--- src/rtl/sub4_serial.sv ---
// Bit-serial WIDTH-bit subtractor (d = a - b, borrow out) with start/done handshake.
// One difference bit is produced per clock, LSB first; a result takes WIDTH RUN cycles.
// Optional zero flag output z_o is built when SUB4_SERIAL_ZERO_FLAG_EN is defined.
module sub4_serial #(
  parameter int unsigned WIDTH = 4
) (
  input  logic             clk_i,
  input  logic             n_reset_i,
  input  logic             start_i,
  input  logic [WIDTH-1:0] a_i,
  input  logic [WIDTH-1:0] b_i,
  output logic [WIDTH-1:0] d_o,
  output logic             bo_o,
  output logic             busy_o,
  output logic             done_o
`ifdef SUB4_SERIAL_ZERO_FLAG_EN
  ,
  output logic             z_o
`endif
);

  localparam int unsigned CntW = (WIDTH > 2) ? $clog2(WIDTH) : 1;
  localparam logic [CntW-1:0] CntLast = CntW'(WIDTH - 1);

  typedef enum logic [1:0] {StIdle, StRun, StDone} state_e;

  state_e           state_q, state_d;
  logic [WIDTH-1:0] ra_q, ra_d;
  logic [WIDTH-1:0] rb_q, rb_d;
  logic [WIDTH-1:0] res_q, res_d;
  logic             borrow_q, borrow_d;
  logic [CntW-1:0]  cnt_q, cnt_d;
  logic [WIDTH-1:0] d_q, d_d;
  logic             bo_q, bo_d;

  logic             diff_bit;
  logic             borrow_nxt;
  logic [WIDTH-1:0] res_shift;

`ifdef SUB4_SERIAL_ZERO_FLAG_EN
  // OR of all difference bits seen so far; z is its complement at the end.
  logic zacc_q, zacc_d;
  logic z_q, z_d;
`endif

  // One full-subtractor step on the current LSBs.
  always_comb begin
    diff_bit   = ra_q[0] ^ rb_q[0] ^ borrow_q;
    borrow_nxt = (~ra_q[0] & rb_q[0]) | (~(ra_q[0] ^ rb_q[0]) & borrow_q);
    res_shift  = {diff_bit, res_q[WIDTH-1:1]};
  end

  // Next-state: FSM transitions, operand shifting and result capture.
  always_comb begin
    state_d  = state_q;
    ra_d     = ra_q;
    rb_d     = rb_q;
    res_d    = res_q;
    borrow_d = borrow_q;
    cnt_d    = cnt_q;
    d_d      = d_q;
    bo_d     = bo_q;
`ifdef SUB4_SERIAL_ZERO_FLAG_EN
    zacc_d   = zacc_q;
    z_d      = z_q;
`endif
    unique case (state_q)
      StIdle, StDone: begin
        // DONE accepts start exactly like IDLE so operations can run back to back.
        if (start_i) begin
          ra_d     = a_i;
          rb_d     = b_i;
          borrow_d = 1'b0;
          cnt_d    = '0;
`ifdef SUB4_SERIAL_ZERO_FLAG_EN
          zacc_d   = 1'b0;
`endif
          state_d  = StRun;
        end else begin
          state_d = StIdle;
        end
      end
      StRun: begin
        ra_d     = {1'b0, ra_q[WIDTH-1:1]};
        rb_d     = {1'b0, rb_q[WIDTH-1:1]};
        res_d    = res_shift;
        borrow_d = borrow_nxt;
        cnt_d    = cnt_q + CntW'(1);
`ifdef SUB4_SERIAL_ZERO_FLAG_EN
        zacc_d   = zacc_q | diff_bit;
`endif
        if (cnt_q == CntLast) begin
          d_d     = res_shift;
          bo_d    = borrow_nxt;
`ifdef SUB4_SERIAL_ZERO_FLAG_EN
          z_d     = ~(zacc_q | diff_bit);
`endif
          state_d = StDone;
        end
      end
      default: state_d = StIdle;
    endcase
  end

  // State and datapath registers with asynchronous active-low reset.
  always_ff @(posedge clk_i or negedge n_reset_i) begin
    if (!n_reset_i) begin
      state_q  <= StIdle;
      ra_q     <= '0;
      rb_q     <= '0;
      res_q    <= '0;
      borrow_q <= 1'b0;
      cnt_q    <= '0;
      d_q      <= '0;
      bo_q     <= 1'b0;
    end else begin
      state_q  <= state_d;
      ra_q     <= ra_d;
      rb_q     <= rb_d;
      res_q    <= res_d;
      borrow_q <= borrow_d;
      cnt_q    <= cnt_d;
      d_q      <= d_d;
      bo_q     <= bo_d;
    end
  end

`ifdef SUB4_SERIAL_ZERO_FLAG_EN
  // Zero-flag accumulator and held flag.
  always_ff @(posedge clk_i or negedge n_reset_i) begin
    if (!n_reset_i) begin
      zacc_q <= 1'b0;
      z_q    <= 1'b0;
    end else begin
      zacc_q <= zacc_d;
      z_q    <= z_d;
    end
  end

  assign z_o = z_q;
`endif

  // Status decoded from state so reset clears busy/done immediately.
  always_comb begin
    busy_o = (state_q == StRun);
    done_o = (state_q == StDone);
    d_o    = d_q;
    bo_o   = bo_q;
  end

endmodule

--- config.mk ---
export PLATFORM = sky130hd
export DESIGN_NAME = sub4_serial
export DESIGN_NICKNAME = d
export VERILOG_FILES = /design/src/rtl/sub4_serial.sv
export SDC_FILE = /design/constraint.sdc
export NUM_CORES = 1
export LEC_CHECK = 0
export CORE_ASPECT_RATIO = 1.1
export CORE_MARGIN = 2
export CORE_UTILIZATION = 54
export CTS_BUF_LIST = sky130_fd_sc_hd__clkbuf_2
export DETAILED_ROUTE_END_ITERATION = 6
export GPL_ROUTABILITY_DRIVEN = 0
export HOLD_SLACK_MARGIN = 0.1
export PLACE_DENSITY = 0.91
export SETUP_SLACK_MARGIN = 0.05
export SLEW_MARGIN = 30
export SYNTH_ARGS = -nofsm -noshare
export SYNTH_HDL_FRONTEND = slang
export SYNTH_SLANG_ARGS = --single-unit
--- constraint.sdc ---
create_clock -name clk_i -period 1.8 [get_ports clk_i]
set_input_delay 0.36 -clock clk_i [delete_from_list [all_inputs] [get_ports clk_i]]
set_output_delay 0.36 -clock clk_i [all_outputs]
set_load 0.1 [all_outputs]
==> run summary, run 1 <==
outcome: finished, final reports clean
Core Box Area: 1822 um^2
die area: 2351 um^2
Final #Nets: 115
switch share: 45.25%
cell count in the Yosys report: 79
total gr overflow: 0
Worst Max-Slew Pin Slew: 0.2649 ns
Clock Tree Buf Depth: 2
initial antenna violation count: 0
max cap viols: 0
CP Launch Type: flip-flop
DP HPWL: 1393 um
worst min path class: input port to asynchronous set/reset pin
Crit path largest cell delay: 0.53 ns
Buf+Inv Stages, Crit Path: 1
Cells after Synth: 79
synthesis-to-finish area growth: 28.57%
CTS Root Cell: clkbuf_2
crit-path cells: nor2b_4 > buf_12
combinational group share of total power: 60.1%
Internal: 0.001518 W
first-pass GRT wire length: 3139 um
Clock power frac: 7.1%
final total power: 0.002773 W
Peak Freq: 636.7 MHz
worst clock skew: 0.01662 ns
Cell Type Count: 24
num rows: 16
Max-area cell share: 49.18%
slew margin rel.: 82.34%
Period minus WS final: 1.571 ns
Residual DRC: 0
Reg clk slew, reported paths: 0.20 ns
clk sinks: 21
Psw: 0.001255 W
YS chip area: 1069 um^2
flip-flops with a built-in enable: 0
Post-synth ARST share: 100.0%
Log Warnings: 26
leakage power: 0.6613 nW
synth cell count leaders: dfrtp_1, mux2i_1, inv_1
## run 1: cells in the final DEF, fill, tap and decap left out, types with 2 or more instances in the layout
cell,n
dfrtp_1,19
clkbuf_2,4
mux2_4,3
mux2i_1,20
nor2b_4,2
a21o_1,2
dfrtp_2,2
inv_1,6
clkdlybuf4s50_1,10
buf_4,6
nand2b_1,2
buf_12,7
mux2_1,4
## run 1: path summary, 6_finish.rpt
kind / slack, ns / end / cells past startpoint
worst max-delay path: 0.23 / done_o / 2
max in group asynchronous: 1.20 / state_q[1] / 2
min in group clk_i: 0.54 / d_o[0] / 1
worst max register to register: 0.41 / d_o[3] / 2
worst min-delay path: 0.35 / ra_q[2] / 2
worst min register to register: 0.54 / d_o[0] / 1
## run 1: worst reg2reg max path: cells and delay by family, from the launching register on
kind                     cells  cell delay [ns]
adder cells (fa/ha/maj)      1             0.51
multiplexers                 1             0.30
flip-flops                   1             0.47
## run 1: metrics by stage
step           util (%)  cell area [um^2]  cells  worst slack, ns
2_1_floorplan         -              1076     79           0.2982
3_3_place_gp      73.35              1336    122           0.3565
3_5_place_dp      73.35              1336    122           0.2980
4_1_cts           74.59              1359    126          0.09771
5_1_grt           75.41              1374    128           0.1388
6_report          75.41              1374    128           0.2293
## run 1: cell families (layout without fill, tap and decap cells)
family          after synthesis  in the layout  share of synthesized area, %
simple gates                 10             10                         7.376
flops                        21             21                         49.18
fa+ha+maj                     2              2                         3.044
compound gates                6              6                         5.152
xor+xnor                      1              1                        0.8198
buf+inv                      11             33                         6.206
mux                          28             28                         28.22
## run 1: layer usage
layer	GRT usage [%]	wire length, um	vias up	share of wire, %
met5	0	0	-	0
met4	6.190	48	0	2.7
met3	2.518	66	4	3.7
met2	29.63	897	18	50
met1	24.48	792	328	44
li1	-	-	319	-
## run 1: flip-flops by register name (all words and copies together), names as in the netlist
name,count
cnt_q,2
borrow_q,1
ra_q,4
state_q,2
bo_o,1
res_q,3
rb_q,4
d_o,4
## run 1: power groups by stage
stage / combinational [W] / clock [W] / sequential, W
after global placement: 0.00160 / 0 / 0.000899
after detailed placement: 0.00165 / 0 / 0.000920
final: 0.00167 / 0.000196 / 0.000909
after floorplan: 0.000862 / 0 / 0.00122
after global routing: 0.00177 / 0.000227 / 0.000939
after CTS: 0.00165 / 0.000205 / 0.000910
## run 1: repair_timing
action,4_1_cts,5_1_grt
hold buffers,0,0
buffers inserted,0,2
setup endpoints to repair,1,1
gates cloned,0,0
gates resized,2,0
## run 1: final cells by class
class / instances / area, um^2 / area share, %
clock buffers: 4 / 20.02 / 1.457
inverters: 6 / 22.52 / 1.639
multi-input cells: 47 / 484.2 / 35.25
flip-flops and latches: 21 / 528.0 / 38.43
well taps: 27 / 33.78 / 2.459
repair buffers: 23 / 285.3 / 20.77
### Signal wires on met1, run 1

The bar under the picture is 10 um long.
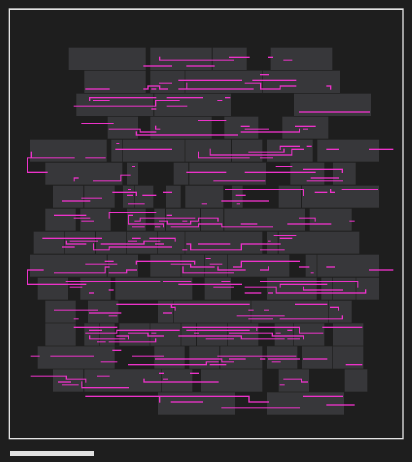
longest straight run = 19.3 um
nets with wire on the layer = 96
main direction = horizontal
Vias: 669
GR Util met1: 24.48%

### Metal layers overlaid, run 1

The bar under the picture is 10 um long. Two of the layers only.
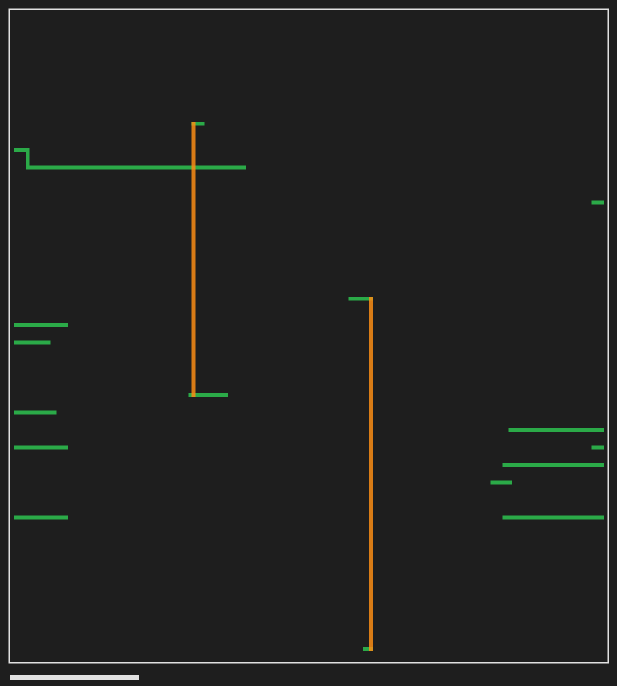
orange -> M4  # wire length 48.3 um
green -> M3  # wire length 66.5 um
drt total wl: 1804 um
DR WL/cell: 14.09 um

### Routed metal per tile, run 1

9 x 10 tiles, from white (low) to dark blue (high), scaled to the fullest tile. Values are wire area over tile area, all layers added.
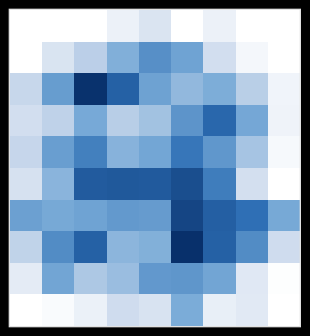
nearly empty tiles = 13%
densest ninth of the die = middle
fullest tile = 0.31
total track usage: 18.28%

## Run 2: what changed since run 1
Settings changed: CTS_CLUSTER_SIZE set to 16, SLEW_MARGIN 30 to unset.
### Signal wires on met1, run 2

The bar under the picture is 10 um long.
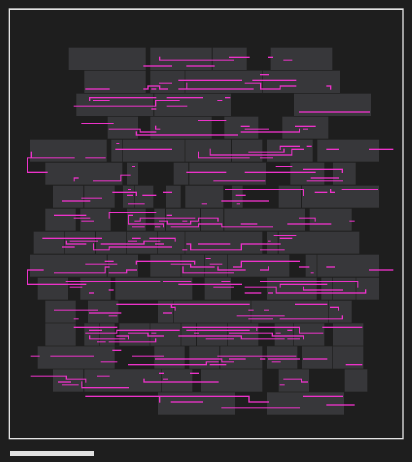
main direction = horizontal
share of all routed wire = 44%

### Routed metal per tile, run 2

9 x 10 tiles, from white (low) to dark blue (high), scaled to the fullest tile. Values are wire area over tile area, all layers added.
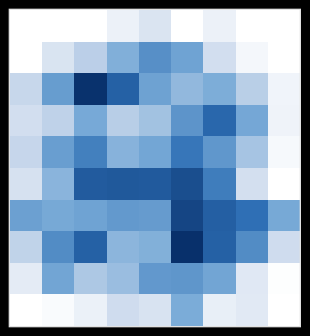
densest ninth of the die = middle
fullest tile = 0.31
tiles over half the peak = 42%

### Routing congestion map, run 2

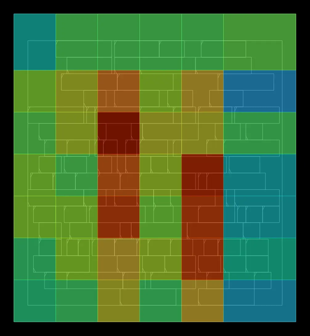
met3 Usage GRT: 2.518%
GRT busiest layer: met2
routing usage on met2: 29.63%
Core Util, Final: 75.41%

==> run 2 against run 1 <==
- synthesized area is the same
- via count is the same
- non-clock buffer count is the same
- worst hold slack is the same
- count of clock-buffer cells in the layout is the same
- fmax is the same
- global-route usage is the same
- sequential cell count is the same
- clock power is essentially flat
- power is the same
- critical path depth is the same
==> run summary, run 2 <==
DP HPWL: 1393 um
switch share: 45.25%
Cells after Synth: 79
hold_buf cts: 0
outcome: finished, final reports clean
Worst Max-Slew Pin Slew: 0.2649 ns
R2R setup slack: 0.41 ns
clk sinks: 21
initial antenna violation count: 0
cell count in the Yosys report: 79
DR WL/cell: 14.09 um
Log Warnings: 26
drt total wl: 1804 um
CP Launch Type: flip-flop
Period minus WS final: 1.571 ns
total gr overflow: 0
dominant logic cell type in the layout: mux2i_1
combinational group share of total power: 60.1%
YS chip area: 1069 um^2
Clock power frac: 7.1%
synthesis-to-finish area growth: 28.57%
worst clock skew: 0.01662 ns
worst min path class: input port to asynchronous set/reset pin
## run 2: cell counts in the layout (fill, tap and decap cells not counted)
No cell type changed its count.
## run 2: power groups by stage
stage	Sequential (W)	Combinational, W	Clock, W
floorplan	0.00122	0.000862	0
global placement	0.000899	0.00160	0
detailed placement	0.000920	0.00165	0
CTS	0.000910	0.00165	0.000205
global route	0.000939	0.00177	0.000227
finish	0.000909	0.00167	0.000196
## run 2: path summary, 6_finish.rpt
path	startpoint	endpoint	cells after the start
setup reg to reg	ra_q[0]	d_o[3]	2
hold / removal	n_reset_i	ra_q[2]	2
setup / recovery	state_q[1]	done_o	2
hold reg to reg	res_q[1]	d_o[0]	1
max in group asynchronous	n_reset_i	state_q[1]	2
min in group clk_i	res_q[1]	d_o[0]	1
## run 2: logic make-up after synthesis
group | count (synthesis) | share of synthesized area (%)
AOI/OAI and AO/OA | 6 | 5.152
DFF | 21 | 49.18
and+or+nand+nor | 10 | 7.376
buffers and inverters | 11 | 6.206
xor gates and xnor gates | 1 | 0.8198
adders and majority gates | 2 | 3.044
muxes | 28 | 28.22
## run 2: timing repair
action / CTS / global route
resized: 2 / 0
setup buffers: 0 / 2
gates cloned: 0 / 0
endpoints found under the setup margin: 1 / 1
## run 2: cell type report
cell class	count	area [um^2]
Fill cell	121	447.9
Timing Repair Buffer	23	285.3
Inverter	6	22.52
Sequential cell	21	528.0
Clock buffer	4	20.02
Multi-Input combinational cell	47	484.2
Tap cell	27	33.78
## run 2: per-stage QoR
step | total power, W | instances | setup slack (ns) | instance area (um^2) | util (%)
4_1_cts | 0.002764 | 126 | 0.09771 | 1359 | 74.59
3_5_place_dp | 0.002565 | 122 | 0.2980 | 1336 | 73.35
2_1_floorplan | 0.002080 | 79 | 0.2982 | 1076 | -
6_report | 0.002773 | 128 | 0.2293 | 1374 | 75.41
5_1_grt | 0.002939 | 128 | 0.1388 | 1374 | 75.41
3_3_place_gp | 0.002502 | 122 | 0.3565 | 1336 | 73.35
## run 2: per-layer routing
metal  up-vias  wire (um)
met3         4         66
li1        319          -
met1       328        792
met4         0         48
met5         -          0
met2        18        897
## run 2: critical path: stages (launching register included)
cell     delay (ns)
dfrtp_2        0.53
nor2b_4        0.21
buf_12         0.18
Power is estimated from default activity; no workload was simulated.
